--- src/rtl/fetch_stage_if.sv ---
// Fetch-stage handshake bundle: hazard/ID controls in, imem address and IF/ID out.
// master drives controls and imem data; slave is the fetch stage.
interface fetch_stage_if #(
  parameter int CNT_W = 32
);
  logic             pc_enable;
  logic             instr_enable;
  logic             pc_src;
  logic             jumpD;
  logic [31:0]      branch_targetD;
  logic [31:0]      jump_targetD;
  logic [31:0]      imem_rdata;
  logic [31:0]      imem_addr;
  logic [31:0]      instrD;
  logic [31:0]      pc_plus4D;
  logic             validD;
  logic [CNT_W-1:0] stall_count;
  logic [CNT_W-1:0] flush_count;

  modport master (
    output pc_enable,
    output instr_enable,
    output pc_src,
    output jumpD,
    output branch_targetD,
    output jump_targetD,
    output imem_rdata,
    input  imem_addr,
    input  instrD,
    input  pc_plus4D,
    input  validD,
    input  stall_count,
    input  flush_count
  );

  modport slave (
    input  pc_enable,
    input  instr_enable,
    input  pc_src,
    input  jumpD,
    input  branch_targetD,
    input  jump_targetD,
    input  imem_rdata,
    output imem_addr,
    output instrD,
    output pc_plus4D,
    output validD,
    output stall_count,
    output flush_count
  );
endinterface

--- src/rtl/fetch_stage.sv ---
// MIPS instruction-fetch stage: PC register, next-PC select, IF/ID register
// and saturating stall/flush debug counters.
module fetch_stage #(
  parameter logic [31:0] RESET_PC = 32'h0000_0000,
  parameter int          CNT_W    = 32
) (
  input logic          clk,
  input logic          reset,
  fetch_stage_if.slave bus
);

  localparam logic [CNT_W-1:0] CNT_ONE = {{(CNT_W-1){1'b0}}, 1'b1};
  localparam logic [CNT_W-1:0] CNT_MAX = '1;

  logic [31:0]      r_pc;
  logic [31:0]      r_instr;
  logic [31:0]      r_pc_plus4;
  logic             r_valid;
  logic [CNT_W-1:0] r_stall_cnt;
  logic [CNT_W-1:0] r_flush_cnt;

  logic [31:0] w_pc_plus4;
  logic [31:0] w_pc_next;
  logic [31:0] w_jump_pc;
  logic [31:0] w_branch_pc;
  logic        w_redirect;
  logic        w_hold;
  logic        w_take_jump;
  logic        w_take_branch;
  logic        w_seq;
  logic        w_if_hold;
  logic        w_if_flush;
  logic        w_if_load;
  logic        w_unused;

  assign w_pc_plus4  = r_pc + 32'd4;
  assign w_jump_pc   = {bus.jump_targetD[31:2], 2'b00};
  assign w_branch_pc = {bus.branch_targetD[31:2], 2'b00};
  assign w_redirect  = bus.pc_src | bus.jumpD;

  // One-hot select terms so the decoders below stay unique.
  assign w_hold        = ~bus.pc_enable;
  assign w_take_jump   = bus.pc_enable & bus.jumpD;
  assign w_take_branch = bus.pc_enable & ~bus.jumpD & bus.pc_src;
  assign w_seq         = bus.pc_enable & ~bus.jumpD & ~bus.pc_src;

  assign w_if_hold  = ~bus.instr_enable;
  assign w_if_flush = bus.instr_enable & w_redirect;
  assign w_if_load  = bus.instr_enable & ~w_redirect;

  always_comb begin
    w_pc_next = r_pc;
    unique case (1'b1)
      w_hold:        w_pc_next = r_pc;
      w_take_jump:   w_pc_next = w_jump_pc;
      w_take_branch: w_pc_next = w_branch_pc;
      w_seq:         w_pc_next = w_pc_plus4;
      default:       w_pc_next = r_pc;
    endcase
  end

  always_ff @(posedge clk) begin
    if (reset) begin
      r_pc <= RESET_PC;
    end else begin
      r_pc <= w_pc_next;
    end
  end

  always_ff @(posedge clk) begin
    if (reset) begin
      r_instr    <= 32'h0;
      r_pc_plus4 <= 32'h0;
      r_valid    <= 1'b0;
    end else begin
      unique case (1'b1)
        w_if_hold: begin
          r_instr    <= r_instr;
          r_pc_plus4 <= r_pc_plus4;
          r_valid    <= r_valid;
        end
        w_if_flush: begin
          r_instr    <= 32'h0;
          r_pc_plus4 <= 32'h0;
          r_valid    <= 1'b0;
        end
        w_if_load: begin
          r_instr    <= bus.imem_rdata;
          r_pc_plus4 <= w_pc_plus4;
          r_valid    <= 1'b1;
        end
        default: begin
          r_instr    <= r_instr;
          r_pc_plus4 <= r_pc_plus4;
          r_valid    <= r_valid;
        end
      endcase
    end
  end

  // Counters stick at all-ones rather than wrapping.
  always_ff @(posedge clk) begin
    if (reset) begin
      r_stall_cnt <= '0;
      r_flush_cnt <= '0;
    end else begin
      if (w_hold && (r_stall_cnt != CNT_MAX)) begin
        r_stall_cnt <= r_stall_cnt + CNT_ONE;
      end
      if (w_if_flush && (r_flush_cnt != CNT_MAX)) begin
        r_flush_cnt <= r_flush_cnt + CNT_ONE;
      end
    end
  end

  assign bus.imem_addr   = r_pc;
  assign bus.instrD      = r_instr;
  assign bus.pc_plus4D   = r_pc_plus4;
  assign bus.validD      = r_valid;
  assign bus.stall_count = r_stall_cnt;
  assign bus.flush_count = r_flush_cnt;

  assign w_unused = ^{bus.jump_targetD[1:0], bus.branch_targetD[1:0]};

endmodule

--- src/flat_wrapper.sv ---
// flat-port wrapper written by rule: the top's interface ports become plain ports
module fetch_stage_flat 
#(
  parameter logic [31:0] RESET_PC = 32'h0000_0000,
  parameter int          CNT_W    = 32
)
  (clk, reset, bus_pc_enable, bus_instr_enable, bus_pc_src, bus_jumpD, bus_branch_targetD, bus_jump_targetD, bus_imem_rdata, bus_imem_addr, bus_instrD, bus_pc_plus4D, bus_validD, bus_stall_count, bus_flush_count);
  fetch_stage_if #(.CNT_W(CNT_W)) bus_i ();
  input logic clk;
  input logic reset;
  input wire logic [$bits(bus_i.pc_enable)-1:0] bus_pc_enable;
  input wire logic [$bits(bus_i.instr_enable)-1:0] bus_instr_enable;
  input wire logic [$bits(bus_i.pc_src)-1:0] bus_pc_src;
  input wire logic [$bits(bus_i.jumpD)-1:0] bus_jumpD;
  input wire logic [$bits(bus_i.branch_targetD)-1:0] bus_branch_targetD;
  input wire logic [$bits(bus_i.jump_targetD)-1:0] bus_jump_targetD;
  input wire logic [$bits(bus_i.imem_rdata)-1:0] bus_imem_rdata;
  output wire logic [$bits(bus_i.imem_addr)-1:0] bus_imem_addr;
  output wire logic [$bits(bus_i.instrD)-1:0] bus_instrD;
  output wire logic [$bits(bus_i.pc_plus4D)-1:0] bus_pc_plus4D;
  output wire logic [$bits(bus_i.validD)-1:0] bus_validD;
  output wire logic [$bits(bus_i.stall_count)-1:0] bus_stall_count;
  output wire logic [$bits(bus_i.flush_count)-1:0] bus_flush_count;
  assign bus_i.pc_enable = bus_pc_enable;
  assign bus_i.instr_enable = bus_instr_enable;
  assign bus_i.pc_src = bus_pc_src;
  assign bus_i.jumpD = bus_jumpD;
  assign bus_i.branch_targetD = bus_branch_targetD;
  assign bus_i.jump_targetD = bus_jump_targetD;
  assign bus_i.imem_rdata = bus_imem_rdata;
  assign bus_imem_addr = bus_i.imem_addr;
  assign bus_instrD = bus_i.instrD;
  assign bus_pc_plus4D = bus_i.pc_plus4D;
  assign bus_validD = bus_i.validD;
  assign bus_stall_count = bus_i.stall_count;
  assign bus_flush_count = bus_i.flush_count;
  fetch_stage #(.RESET_PC(RESET_PC), .CNT_W(CNT_W)) u_core (.clk(clk), .reset(reset), .bus(bus_i));
endmodule
--- config.mk ---
export PLATFORM = sky130hd
export DESIGN_NAME = fetch_stage_flat
export DESIGN_NICKNAME = d
export VERILOG_FILES = /design/src/rtl/fetch_stage_if.sv /design/src/rtl/fetch_stage.sv /design/src/flat_wrapper.sv
export SDC_FILE = /design/constraint.sdc
export NUM_CORES = 1
export LEC_CHECK = 0
export ABC_AREA = 1
export CORE_MARGIN = 1
export CORE_UTILIZATION = 60
export CTS_BUF_LIST = sky130_fd_sc_hd__clkbuf_16
export DETAILED_ROUTE_END_ITERATION = 7
export DONT_BUFFER_PORTS = 1
export GPL_ROUTABILITY_DRIVEN = 0
export MAX_ROUTING_LAYER = met4
export PLACE_DENSITY = 0.75
export SETUP_SLACK_MARGIN = 0.2
export SYNTH_ARGS = -nofsm -noshare
export SYNTH_HDL_FRONTEND = slang
export SYNTH_SLANG_ARGS = --single-unit
--- constraint.sdc ---
create_clock -name clk -period 4 [get_ports clk]
set_clock_uncertainty 0.2 [all_clocks]
set_input_delay 0.8 -clock clk [delete_from_list [all_inputs] [get_ports clk]]
set_output_delay 0.8 -clock clk [all_outputs]
set_load 0.005 [all_outputs]
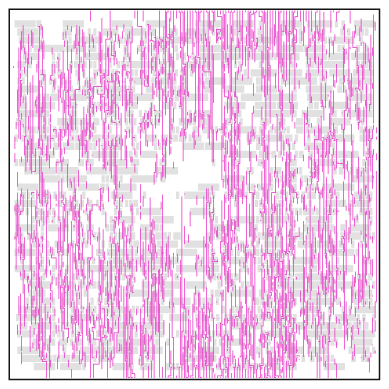
**Above:** run 1 (the metal 2 layer).
Scale: 3 px per um. Cells faint in the background.
main direction = vertical
wire length on this layer = 11100 um
drt total wl: 24000 um
M2 GR Usage: 52.7%
DR vias: 8476

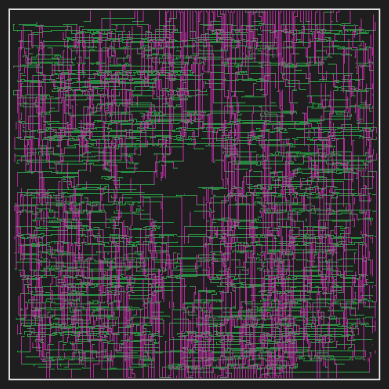
**Above:** run 1 (routed metal, one colour a layer).
Scale: 3 px per um. Two of the layers only.
metal 1 -> green  # wire length 9980 um
metal 2 -> magenta  # wire length 11100 um

==> qor.txt, run 1 <==
outcome -> finished clean
cell chain of the critical path -> ha_1 -> inv_1 -> nor2_4 -> nand2_4 -> nor2_8 -> nand2_4 -> nand2_4 -> inv_2 -> nor2_1 -> nor2_1
layout cells sized above 1 -> 8.20%
H-tree depth -> 4
num ports -> 263
internal cell power -> 2550 uW
cts bufs inserted -> 17
fraction of area in registers -> 33.7%
crit path buf inv count -> 2
Worst setup SP type -> flip-flop
fin. max-slew vios -> 0
tapcell count -> 180
fin nets -> 1458
post-synthesis register bit count -> 157
flop count -> 157
top-area cell type share of the netlist area -> 35.8%
Yosys warnings -> 0
post-synthesis async set-or-reset flop share -> 0%
Comb/total area -> 53.6%
Cells after DPL -> 1514
CLK BUF -> 17
Worst R2R Path Depth -> 10
main logic family after synthesis -> simple AND/OR/NAND/NOR gates
seq pwr -> 1660 uW
Total Power -> 3470 uW
synth-to-layout area growth -> 6.29%
first-pass GRT wire length -> 37900 um
Clock Latency Late Sink -> 430 ps
antenna diode count -> 0
cell type with the largest total area -> dfxtp_1
Post-synth EDFFs -> 0
clk root buf -> clkbuf_16
Synth Area in Compound Gates -> 13.8%
CP dominant cell by count -> nand2_4
Largest cell class -> combinational gates
WHS Path Cells -> 1
origin of the worst setup path -> u_core.bus.stall_count[1]
vias in the first global route -> 7703
Critical Path End -> u_core.bus.stall_count[0]
Die W -> 123 um
most used routing layer -> met2
Critical Path AT -> 2560 ps
register area -> 0.00314 mm^2
hold path endpoint -> u_core.bus.stall_count[4]
post-layout util -> 66.2%
Hold Buf Count CTS -> 0
cycle use final -> 61.0%
Layout Cells excl Fill -> 1546
CP Depth -> 10
std cell rows -> 43
CP Class -> flip-flop to flip-flop
DRT met1 WL -> 9980 um
Adder-Cell Fraction of Synth Area -> 0.428%
core area -> 0.0141 mm^2
prevailing post-synth register cell -> dfxtp_1
multi-input logic area -> 0.00500 mm^2
CP peak stage delay -> 420 ps
setup TNS -> 0 ps
Clock-cell share -> 6.43%
Post-Syn Area per Cell -> 6.35 um^2
Sw Ratio -> 26.6%
Die Ht -> 123 um
hold_ws -> 237 ps
top cells by area -> dfxtp_1 36%, nand2_1 24%, a21oi_1 7.9%
Pwr Density -> 372 mW/mm^2
post-route antenna net violation count -> 0
Slew @ Worst Pin -> 960 ps
synth cell count leaders -> 561 x nand2_1, 157 x dfxtp_1, 157 x nor2_1
final hold vios -> 0
fp_density -> 62.3%
highest metal used -> met4
Detail Route met3 WL -> 2250 um
Worst Path Max Fanout -> 30
chip area -> 0.0151 mm^2
Non-clock buffer share -> 0.483%
worst path required time -> 4120 ps
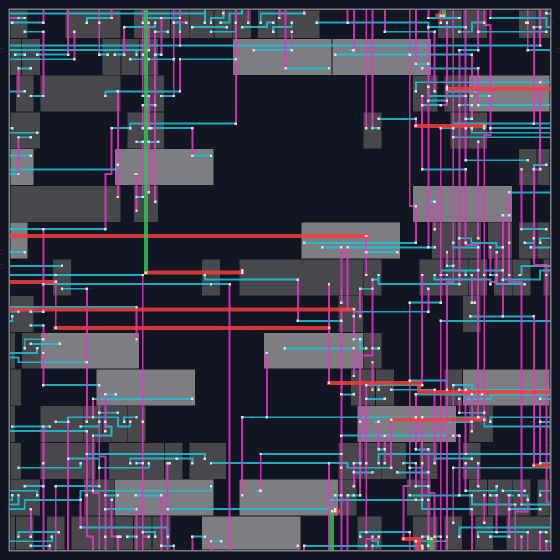
**Above:** run 1 (layout detail).
Window x 41 to 81, y 41 to 81 um. Cells in grey, sequential cells in the stronger grey; small squares are vias.
metal 4 -> green
metal 3 -> red
metal 1 -> cyan
metal 2 -> magenta
most frequent = nand2_1 (29), dfxtp_1 (14), inv_1 (12)
sequential cells in the window = 14
cells with their middle in the window = 102
netlist names of flops here include = `u_core.bus.imem_addr` (5), `u_core.bus.flush_count` (3), `u_core.bus.pc_plus4D` (3)

==> inputs of run 2 (changes only) <==
- CORE_UTILIZATION: 60 -> 58
- clock period: 4 -> 2 ns (I/O delays scaled with it)
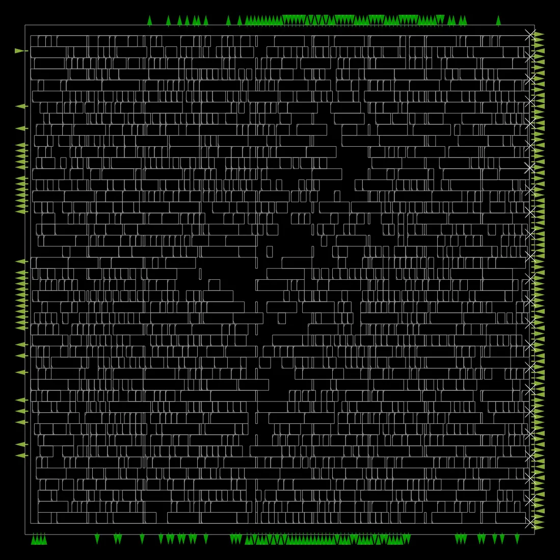
**Above:** run 2 (placed standard cells).
core area: 0.0146 mm^2
tapcell count: 184
flop count: 157
fillers: 1179

==> qor.txt, run 2 <==
DR iter-0 viols -> 842
Comb/total area -> 48.2% (-5.4 points)
Clock-cell share -> 5.41% (-1.0 points)
drt total wl -> 28500 um (+19%)
fmax -> 0.564 GHz
Die W -> 125 um (+1.7%)
CP top delay family -> simple AND/OR/NAND/NOR gates
total gr overflow -> 0
postcts setup bufs -> 7
routed len/inst -> 16.9 um
CLK BUF -> 17 (unchanged)
post-route cell area -> 0.0110 mm^2
synth-to-layout area growth -> 25.5%
Yosys warnings -> 0 (unchanged)
fraction of area in registers -> 29.0% (-4.6 points)
internal cell power -> 5400 uW (+110%)
crit path buf inv count -> 2 (unchanged)
post-synthesis register bit count -> 157 (unchanged)
Cells after DPL -> 1590 (+5.0%)
DRC Markers -> 46
clk root buf -> clkbuf_16
top-area cell type share of the netlist area -> 35.8% (unchanged)
CP Class -> flip-flop to flip-flop
Hold Buf Count CTS -> 46 (+46)
TritonCTS sink count -> 157
top cells by area -> dfxtp_1 36%, nand2_1 24%, a21oi_1 7.9%
Critical Path AT -> 1890 ps (-670 ps)
gr usage total -> 35.4%
cycle use final -> 88.6% (+28 points)
Synth Area in Compound Gates -> 13.8% (unchanged)
Syn Inst Count -> 1382
Adder-Cell Fraction of Synth Area -> 0.428% (unchanged)
Largest cell class -> combinational gates
M1 GR Usage -> 40.1%
post-synthesis async set-or-reset flop share -> 0% (unchanged)
Post-synth EDFFs -> 0 (unchanged)
Slew @ Worst Pin -> 929 ps (-31.0 ps)
DRT met1 WL -> 11000 um (+11%)
WHS Path Cells -> 1 (unchanged)
CP Depth -> 11 (+1)
outcome -> finished with violations
seq pwr -> 3320 uW (+100%)
Layout Cells excl Fill -> 1686 (+9.1%)
Detail Route met3 WL -> 2470 um (+9.8%)
most frequent cells in the layout -> 551 x nand2_1, 137 x a21oi_1, 123 x dfxtp_1
Worst setup SP type -> flip-flop
DP Wirelength -> 18200 um
failing checks -> design-rule violations, negative hold slack
post-layout util -> 75.2% (+9.1 points)
M2 GR Usage -> 59.8% (+7.1 points)
DR vias -> 9447 (+11%)
prevailing post-synth register cell -> dfxtp_1
Total Power -> 7230 uW (+110%)
Sw Ratio -> 25.3% (-1.4 points)
Die Ht -> 125 um (+1.7%)
most used routing layer -> met2
synth cell count leaders -> 561 x nand2_1, 157 x dfxtp_1, 157 x nor2_1
Worst Path Max Fanout -> 8 (-73%)
hold path start -> reset
hold_ws -> -152 ps (-388 ps)
num ports -> 263 (unchanged)
cts bufs inserted -> 17 (unchanged)
Yosys Instances -> 1382
vias in the first global route -> 8611 (+12%)
worst path required time -> 2120 ps (-2000 ps)
post-route antenna net violation count -> 0 (unchanged)
fin. max-slew vios -> 0 (unchanged)
main logic family after synthesis -> simple AND/OR/NAND/NOR gates
Pwr Density -> 656 mW/mm^2 (+76%)
layout cells sized above 1 -> 19.4% (+11 points)
multi-input logic area -> 0.00531 mm^2 (+6.1%)
first-pass GRT wire length -> 43200 um (+14%)
origin of the worst setup path -> u_core.bus.stall_count[1]
highest metal used -> met4
Worst R2R Path Depth -> 11 (+1)
fin nets -> 1595 (+9.4%)
drt first pass iters -> 8
Critical Path End -> u_core.bus.stall_count[18]
most frequent logic cell in the layout -> nand2_1
antenna diode count -> 0 (unchanged)
register area -> 0.00320 mm^2 (+1.8%)
chip area -> 0.0156 mm^2 (+3.4%)
fp_density -> 59.9% (-2.3 points)
Post-Syn Area per Cell -> 6.35 um^2 (unchanged)
hold path endpoint -> u_core.bus.stall_count[4]
CP peak stage delay -> 380 ps (-40 ps)
Non-clock buffer share -> 12.3% (+12 points)
switching power -> 1830 uW
Clock Latency Late Sink -> 430 ps (about the same)
setup TNS -> 0 ps (unchanged)
cell chain of the critical path -> ha_4 -> inv_4 -> nor2_4 -> nand2_4 -> nor2_8 -> nand2_4 -> nand2_8 -> buf_12 -> nor2_4 -> nor2_2 -> nor2_1
H-tree depth -> 4 (unchanged)
CTS Buffer Depth -> 2
P_comb -> 559 uW
final hold vios -> 95 (+95)
std cell rows -> 44 (+2.3%)
cell type with the largest total area -> dfxtp_1
Power figures rest on the tool's default switching activity, not on a simulated workload.
